Figure 1. Routed metal per tile (run 1).
(2 px per um) 29 x 29 tiles, from dark blue (low) to red (high), scaled to the fullest tile. Values are wire area over tile area, all layers added.
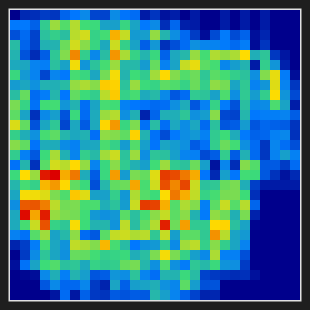
Figure 2. Routing congestion map (run 1).
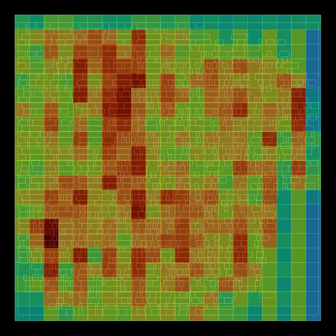
Figure 3. Signal wires on met2 (run 1).
(3 px per um)
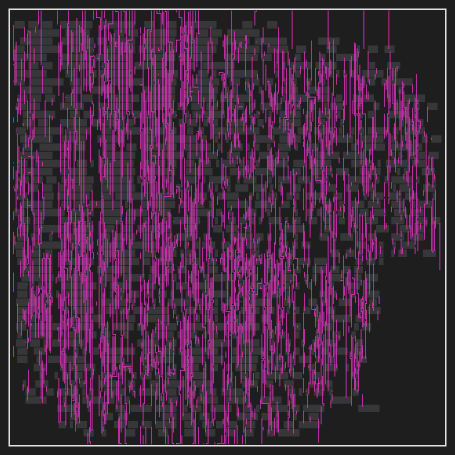
Figure 4. Met3 routing (run 1).
(3 px per um)
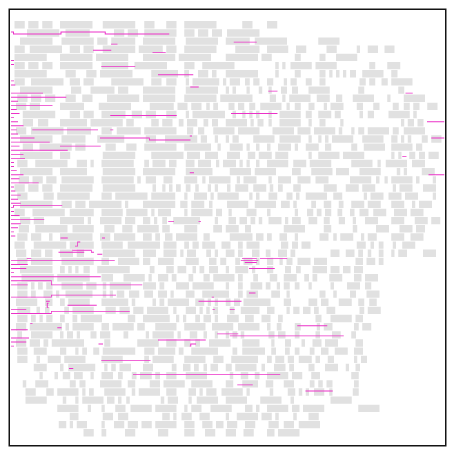
--- src/rtl/conv_pkg.sv ---
// Shared constants, FSM state type and clamp helper for the 3x3 convolution engine.
package conv_pkg;
    localparam int TAPS       = 9;
    localparam int CENTRE_TAP = 4;
    localparam int PIX_W      = 8;
    localparam int COEF_W     = 9;
    localparam int ADDR_W     = 4;
    localparam int ACC_W      = 22;

    localparam logic [ADDR_W-1:0] LAST_TAP = ADDR_W'(TAPS - 1);

    typedef enum logic [1:0] {
        S_IDLE  = 2'd0,
        S_FETCH = 2'd1,
        S_DRAIN = 2'd2,
        S_DONE  = 2'd3
    } state_t;

    // Negative sums clamp to 0; anything with bits above the pixel range clamps to full scale.
    function automatic logic [PIX_W-1:0] clamp_pix(input logic [ACC_W-1:0] v);
        if (v[ACC_W-1])
            return '0;
        else if (|v[ACC_W-2:PIX_W])
            return '1;
        else
            return v[PIX_W-1:0];
    endfunction
endpackage

--- src/rtl/conv_mac.sv ---
// Registered signed multiply-accumulate; sum is the value the accumulator takes at the next edge.
module conv_mac
    import conv_pkg::*;
(
    input  logic              clk,
    input  logic              reset,
    input  logic              clr,
    input  logic              en,
    input  logic [PIX_W-1:0]  pix,
    input  logic [COEF_W-1:0] coef,
    output logic [ACC_W-1:0]  sum
);
    localparam int PROD_W = PIX_W + COEF_W + 1;

    logic signed [PIX_W:0]    pix_s;
    logic signed [COEF_W-1:0] coef_s;
    logic signed [PROD_W-1:0] prod;
    logic [ACC_W-1:0]         acc;

    // Pixels are unsigned, so a zero MSB makes them safe signed operands.
    assign pix_s  = {1'b0, pix};
    assign coef_s = coef;
    assign prod   = PROD_W'(pix_s) * PROD_W'(coef_s);
    assign sum    = en ? acc + {{(ACC_W - PROD_W){prod[PROD_W-1]}}, prod} : acc;

    always_ff @(posedge clk) begin
        if (reset || clr)
            acc <= '0;
        else
            acc <= sum;
    end
endmodule

--- src/rtl/conv3x3_engine.sv ---
// 3x3 window MAC engine: latches a window, fetches 9 coefficients (1-cycle read latency),
// accumulates pix*coef per tap and returns the signed sum plus a clamped pixel.
module conv3x3_engine
    import conv_pkg::*;
(
    input  logic                  clk,
    input  logic                  reset,
    input  logic                  win_valid,
    output logic                  win_ready,
    input  logic [TAPS*PIX_W-1:0] win_pix,
    output logic                  coef_en,
    output logic [ADDR_W-1:0]     coef_addr,
    input  logic [COEF_W-1:0]     coef_data,
    output logic                  res_valid,
    input  logic                  res_ready,
    output logic [ACC_W-1:0]      res_data,
    output logic [PIX_W-1:0]      res_pix,
    output logic [1:0]            fsm_state
);
    // Handshakes: a transfer happens on a rising edge where valid and ready are both high;
    // valid/data hold until that edge, and ready never depends combinationally on valid.
    state_t            state;
    logic [PIX_W-1:0]  pix_q [TAPS];
    logic              en_d;
    logic [ADDR_W-1:0] addr_d;
    logic              accept;
    logic [ACC_W-1:0]  sum;

    assign accept    = (state == S_IDLE) && win_valid && win_ready;
    assign fsm_state = state;

    // The delayed strobe/address line up with coef_data returning one cycle after the read.
    conv_mac u_mac (
        .clk   (clk),
        .reset (reset),
        .clr   (accept),
        .en    (en_d),
        .pix   (pix_q[addr_d]),
        .coef  (coef_data),
        .sum   (sum)
    );

    always_ff @(posedge clk) begin
        if (reset) begin
            state     <= S_IDLE;
            win_ready <= 1'b0;
            coef_en   <= 1'b0;
            coef_addr <= '0;
            en_d      <= 1'b0;
            addr_d    <= '0;
            res_valid <= 1'b0;
            res_data  <= '0;
            res_pix   <= '0;
        end else begin
            en_d   <= coef_en;
            addr_d <= coef_addr;
            case (state)
                S_IDLE: begin
                    if (accept) begin
                        for (int k = 0; k < TAPS; k++)
                            pix_q[k] <= win_pix[k*PIX_W +: PIX_W];
                        win_ready <= 1'b0;
                        coef_en   <= 1'b1;
                        coef_addr <= '0;
                        state     <= S_FETCH;
                    end else begin
                        win_ready <= 1'b1;
                    end
                end
                S_FETCH: begin
                    if (coef_addr == LAST_TAP) begin
                        coef_en   <= 1'b0;
                        coef_addr <= '0;
                        state     <= S_DRAIN;
                    end else begin
                        coef_addr <= coef_addr + 1'b1;
                    end
                end
                S_DRAIN: begin
                    // Capture the sum including the final tap as it lands.
                    res_valid <= 1'b1;
                    res_data  <= sum;
                    res_pix   <= clamp_pix(sum);
                    state     <= S_DONE;
                end
                S_DONE: begin
                    if (res_ready) begin
                        res_valid <= 1'b0;
                        win_ready <= 1'b1;
                        state     <= S_IDLE;
                    end
                end
                default: state <= S_IDLE;
            endcase
        end
    end
endmodule

--- config.mk ---
export PLATFORM = sky130hd
export DESIGN_NAME = conv3x3_engine
export DESIGN_NICKNAME = d
export VERILOG_FILES = /design/src/rtl/conv_pkg.sv /design/src/rtl/conv_mac.sv /design/src/rtl/conv3x3_engine.sv
export SDC_FILE = /design/constraint.sdc
export NUM_CORES = 1
export LEC_CHECK = 0
export CAP_MARGIN = 20
export CELL_PAD_IN_SITES_DETAIL_PLACEMENT = 1
export CELL_PAD_IN_SITES_GLOBAL_PLACEMENT = 1
export CORE_UTILIZATION = 44
export DETAILED_ROUTE_END_ITERATION = 12
export PLACE_DENSITY = 0.8
export RECOVER_POWER = 50
export SYNTH_ARGS = -nofsm -noshare
export SYNTH_HDL_FRONTEND = slang
export SYNTH_SLANG_ARGS = --single-unit
export TNS_END_PERCENT = 100
--- constraint.sdc ---
create_clock -name clk -period 10.49 [get_ports clk]
set_input_delay 2.098 -clock clk [delete_from_list [all_inputs] [get_ports clk]]
set_output_delay 2.098 -clock clk [all_outputs]
set_load 0.01 [all_outputs]
==> ci_impl_report.md, run 1 <==
### Flow metrics

| Metric | Value |
|---|---|
| Outcome | `complete, but fails checks` |
| Violated checks | `capacitance limit, slew limit` |
| Vias in the first global route | `approximately 7500` |
| Die area | `0.0210 sq mm` |
| Post-synth EDFFs | `72` |
| First-pass GRT wire length | `between 30 and 40 mm` |
| Worst Skew | `between 0.01 and 0.015 ns` |
| Critical path's slowest cell | `dfxtp_1` |
| Leakage | `about 4.5 nW` |
| Pwr Density | `approximately 320 mW/mm^2` |
| Reg clk slew, reported paths | `0.07 ns` |
| Maxcap violations | `1` |
| Worst Tran Pin Value | `1.96 ns` |
| Ys async rst share | `0%` |
| Iteration-0 DRC Markers | `269` |
| Place WS | `0.842 ns` |
| Pin count of the biggest net entering global routing | `approximately 73` |
| Final setup fails | `0` |
| Initial antenna violation count | `0` |
| Gpl congestion | `0.833` |
| CTS tree | `built` |
| # resized after CTS | `0` |
| Synth area leaders | `edfxtp_1 24%, dfxtp_1 15%, ha_1 11%` |
| Core Region | `0.0198 sq mm` |
| Setup ws final | `1.12 ns` |
| WS Path Type | `flop to flop` |
| Period minus WS final | `9.37 ns` |
| Unrepaired setup endpoints after global routing | `false` |
| Most used flip-flop cell | `edfxtp_1` |
| Final period utilization | `89.4%` |
| Die Y | `~150 um` |
| Area leader, netlist | `edfxtp_1` |
| Fp_density | `about 45%` |
| Post-DRT Antenna Nets | `0` |
| Clk root buf | `clkbuf_16` |
| Mapped Nets | `just over 1000` |
| Synthesized cell area | `between 0.008 and 0.009 sq mm` |
| Setup tns final | `0 ns` |
| Cell count listed in synth_stat.txt | `slightly above 800` |
| Syn avg cell area | `10.9 sq um` |
| Post-CTS Setup Bufs | `0` |
| Worst Setup Start Kind | `flop` |
| Diode count | `0` |
| Critical path arrival | `~9.7 ns` |
| Total gr overflow | `0` |
| Port buffer count | `between 100 and 150` |
| H-Tree Depth | `4` |
| Layout cells sized above 1 | `~8.6%` |
| Yosys top cell by instances | `ha_1` |
| # nets final | `1162` |
| Area leader share | `about 24%` |
| Synth unique cells | `approximately 74` |
| Critical-path maximum fanout | `11` |
| Max Root-Sink Buffers | `2` |
| Yosys stat area | `0.00900 sq mm` |
| R2r setup slk | `between 1 and 1.5 ns` |
| Routed vias/inst | `approximately 5.5` |
| Seq/Total Area, Yosys | `about 39%` |
| TritonRoute pass-1 iters | `4` |
| Max-slew violations | `about 40` |
| Critical Path End Type | `flop` |
| Hold Fails Final Rpt | `0` |
| Clk sinks | `138` |
| Synthesized registers | `between 100 and 150` |
| Rel. slew slack | `-30.4%` |
| Synthesis-to-finish area growth | `23.2%` |
| I/O pin count | `around 120` |
| Max incr delay on CP | `about 0.8 ns` |
| Top cell by count, worst path | `fa_1` |
| DRC Markers | `0` |
| Post-Syn Instances | `approximately 830` |
| VDD IR max | `approximately 0.18 mV` |
| Min-delay worst type | `flop to flop` |
| Count of tool warnings | `32` |
| Die Wd | `145 um` |
| Synth top cells by count | `82 x ha_1, 81 x nor2_1, 72 x edfxtp_1, 66 x dfxtp_1, 66 x inv_1` |
| # hold bufs at CTS | `0` |
| HPWL after detailed placement | `about 18 mm` |
| Yosys warning total | `0` |
| Clock Latency Late Sink | `around 0.42 ns` |
| Fmax | `about 110 MHz` |
| CP required | `between 10 and 15 ns` |
| TritonCTS Buffers | `17` |
## Picture notes: Figure 1
nearly empty tiles: 11%
tiles over half the peak: 28%
emptiest ninth of the die: south-east
vias: 6820
total global-route track usage: 24.2%
DR WL/cell: 20.2 um

## Picture notes: Figure 2
met2 Use GR: 44.9%
met3 Track Usage GR: 4.37%
Final Util: 56.0%
busiest grt layer: met2

## Picture notes: Figure 3
longest straight run: 53.4 um
main direction: vertical
share of all routed wire: 54%
final wirelength: 24.8 mm

## Picture notes: Figure 4
nets with wire on the layer: 90
longest straight run: 48.8 um
wire length on this layer: 864 um

## run 1: through the flow
stage / instance area (sq um) / std cells / hold WS (ns) / util, % / power [mW]
after global routing: 11100 / 1229 / 0.487 / 56.0 / 3.82
after detailed placement: 10500 / 1197 / 0.458 / 52.9 / 2.89
after floorplan: 9000 / 826 / 0.483 / - / 2.34
final: 11100 / 1229 / 0.460 / 56.0 / 3.55
after global placement: 10500 / 1197 / 0.445 / 52.9 / 2.82
after CTS: 11100 / 1229 / 0.472 / 56.1 / 3.58
## run 1: sequential cells by signal (all words and copies together), names as in the netlist, named ones only
register   count
u_mac.acc     22
en_d           1
coef_addr      4
coef_en        1
pix_q         72
win_ready      1
res_pix        8
res_valid      1
res_data      22
fsm_state      2
## run 1: area by class of cell
class	count	area [sq um]
repair buffers	132	1290
inverters	66	248
flip-flops and latches	138	3480
fillers	2139	8690
clock buffers	18	429
clock inverters	14	193
multi-input cells	596	5110
well taps	265	332
## run 1: final timing paths
kind                startpoint      endpoint  depth (start not counted)
setup / recovery          flop    res_pix[4]                         32
hold / removal    res_data[21]  res_data[21]                          2
setup reg to reg          flop    res_pix[4]                         32
hold reg to reg   res_data[21]  res_data[21]                          2
## run 1: cell families after synthesis
group	after synthesis	synth area share, %
flops	138	38.7
fa+ha+maj	126	21.2
buf+inv	92	4.62
xor+xnor	22	2.22
mux	35	6.16
compound gates	151	12.0
simple gates	262	15.1
## run 1: critical path, delay by kind of cell, from the launching register on
| kind | cells | cell delay (ns) |
|---|---|---|
| muxes | 2 | 0.70 |
| and+or+nand+nor | 5 | 0.68 |
| AOI/OAI and AO/OA | 11 | 3.06 |
| xor gates and xnor gates | 3 | 0.87 |
| DFF | 1 | 0.78 |
| buffers and inverters | 4 | 0.57 |
| adders and majority gates | 7 | 2.61 |
## run 1: layout by cell type, fill, tap and decap left out, types with 33 or more instances in the layout
| master | instances |
|---|---|
| inv_1 | 66 |
| dfxtp_1 | 66 |
| edfxtp_1 | 72 |
| fa_1 | 44 |
| nor2_1 | 80 |
| nand2_1 | 43 |
| nor2b_1 | 33 |
| dlygate4sd3_1 | 111 |
| ha_1 | 82 |
| a21oi_1 | 41 |
## run 1: per-layer routing
metal	track usage (%)	part of all wire [%]	vias to the layer above
li1	-	-	3201
met1	28.5	41	3448
met2	44.9	54	147
met3	4.37	3.5	24
met4	6.22	1.2	0
met5	0	0	-
## run 1: power breakdown
part	internal [mW]	leakage [nW]	switching [mW]
combinational	0.874	3.06	1.32
sequential	0.653	1.19	0.0503
clock	0.399	0.289	0.244
==> run 1 -> run 2 <==
--- a/config.mk
+++ b/config.mk
@@ -5,6 +5,7 @@
 export SDC_FILE = /design/constraint.sdc
 export NUM_CORES = 1
 export LEC_CHECK = 0
+export ABC_AREA = 0
 export CAP_MARGIN = 20
 export CELL_PAD_IN_SITES_DETAIL_PLACEMENT = 1
 export CELL_PAD_IN_SITES_GLOBAL_PLACEMENT = 1
@@ -15,4 +16,3 @@
 export SYNTH_ARGS = -nofsm -noshare
 export SYNTH_HDL_FRONTEND = slang
 export SYNTH_SLANG_ARGS = --single-unit
-export TNS_END_PERCENT = 100
==> run 2 against run 1 <==
Net effect:
- the flow still finishes with violations (capacitance limit, slew limit)
- die size stayed put
- count of clock-buffer cells in the layout stayed put
- final cell count stayed put
- clock skew stayed put
- synthesized cell count stayed put
- critical path depth stayed put
- worst setup slack stayed put
- register-to-register slack hardly changed
- clock power hardly changed
- largest power group unchanged
==> ci_impl_report.md, run 2 <==
### Flow metrics

| Metric | Value |
|---|---|
| Seq pwr share | `19.8% (about the same)` |
| WS Path Type | `flop to flop` |
| Rel. slew slack | `-30.4% (unchanged)` |
| Setup tns final | `0 ns (unchanged)` |
| # resized after CTS | `0 (unchanged)` |
| # nets final | `1162 (unchanged)` |
| Fp_density | `45.5% (unchanged)` |
| Yosys top cell by instances | `ha_1` |
| Fmax | `107 MHz (unchanged)` |
| Violated checks | `capacitance limit, slew limit` |
| Ys async rst share | `0% (unchanged)` |
| Worst Tran Pin Value | `1.96 ns (unchanged)` |
| Mapped Nets | `1037 (unchanged)` |
| VDD IR max | `0.184 mV (unchanged)` |
| Clock group share of total power | `18.1% (about the same)` |
| Pin count of the biggest net entering global routing | `73 (unchanged)` |
| Clock Latency Late Sink | `0.42 ns (about the same)` |
| Internal power | `1.93 mW (unchanged)` |
| Vias in the first global route | `7475 (unchanged)` |
| Port buffer count | `123 (unchanged)` |
| Reg clk slew, reported paths | `0.07 ns (about the same)` |
| Outcome | `complete, but fails checks` |
| Routed vias/inst | `5.55 (unchanged)` |
| Maxcap violations | `1 (unchanged)` |
| Worst Skew | `0.0122 ns (unchanged)` |
| Max-slew violations | `41 (unchanged)` |
| Synth unique cells | `74 (unchanged)` |
| CTS tree | `built` |
| Switching Fraction | `45.7% (unchanged)` |
| DRC Markers | `0 (unchanged)` |
| Critical path arrival | `9.73 ns (about the same)` |
| Critical path's slowest cell | `dfxtp_1` |
| TritonRoute pass-1 iters | `4 (unchanged)` |
| Gpl congestion | `0.833 (unchanged)` |
| CP required | `10.85 ns (about the same)` |
| Die Wd | `145 um (unchanged)` |
run 2: cell counts after synthesis:
Identical to the previous run, type by type.
run 2: cell families (layout without fill, tap and decap cells):
group | Yosys count | after routing | share of synthesized area [%]
adder cells (fa/ha/maj) | 126 | 126 | 21.2
XOR/XNOR | 22 | 22 | 2.22
buffers and inverters | 92 | 230 | 4.62
flip-flops | 138 | 138 | 38.7
AND-OR/OR-AND | 151 | 151 | 12.0
multiplexers | 35 | 35 | 6.16
AND/OR/NAND/NOR | 262 | 262 | 15.1
run 2: worst paths after layout:
check / start / to / slack, ns / cells past startpoint
max: flop / res_pix[4] / 1.12 / 32
max reg2reg: flop / res_pix[4] / 1.12 / 32
min: res_data[21] / res_data[21] / 0.46 / 2
min reg2reg: res_data[21] / res_data[21] / 0.46 / 2
run 2: cell type report:
cell class / count / area, sq um
clock inverter: 14 / 193
fill: 2139 / 8690
sequential: 138 / 3480
timing repair buffer: 132 / 1290
inverter: 66 / 248
multi-input combinational: 596 / 5110
clock buffer: 18 / 429
tap: 265 / 332
run 2: routing by layer:
layer | GRT usage (%) | routed length [um]
met5 | 0 | 0
met4 | 6.22 | 300
met3 | 4.37 | 864
met2 | 44.9 | 13400
met1 | 28.5 | 10300
run 2: critical path: cells and delay by family (launching register included):
family                     cells  cell delay (ns)
buffers and inverters          4             0.57
AOI/OAI and AO/OA             11             3.06
adders and majority gates      7             2.61
and+or+nand+nor                5             0.68
xor gates and xnor gates       3             0.87
DFF                            1             0.78
muxes                          2             0.70
run 2: power groups by stage:
| stage | Combinational (mW) | Clock (mW) | Sequential [mW] |
|---|---|---|---|
| 2_1_floorplan | 1.63 | 0 | 0.715 |
| 3_3_place_gp | 2.11 | 0 | 0.708 |
| 3_5_place_dp | 2.18 | 0 | 0.712 |
| 4_1_cts | 2.22 | 0.651 | 0.705 |
| 5_1_grt | 2.44 | 0.672 | 0.711 |
| 6_report | 2.20 | 0.643 | 0.703 |
run 2: stage by stage:
step           instance area, sq um  hold WS (ns)  setup slack (ns)
2_1_floorplan                  9000         0.483              2.24
5_1_grt                       11100         0.487             0.583
4_1_cts                       11100         0.472              1.13
3_3_place_gp                  10500         0.445              1.03
6_report                      11100         0.460              1.12
3_5_place_dp                  10500         0.458             0.842
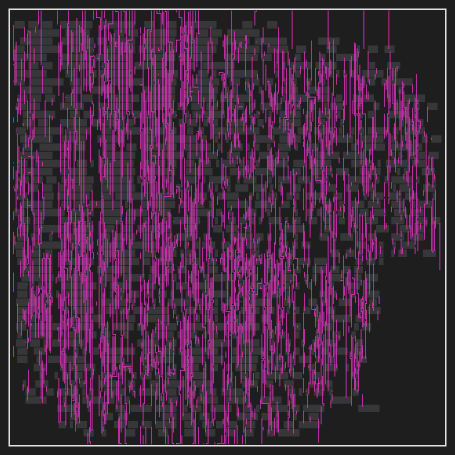
Figure 5: run 2, signal wires on met2.
(3 px per um)
longest straight run: 53.4 um
main direction: vertical

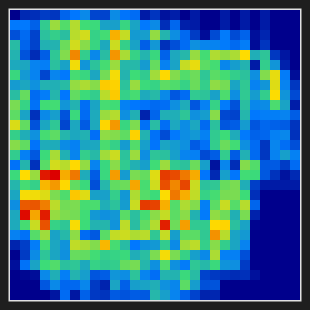
Figure 6: run 2, routed metal per tile.
(2 px per um) 29 x 29 tiles, from dark blue (low) to red (high), scaled to the fullest tile. Values are wire area over tile area, all layers added.
tiles over half the peak: 28%
fullest tile: 0.50
mean over tiles: 0.18
nearly empty tiles: 11%

Power and IR drop assume default switching activity.
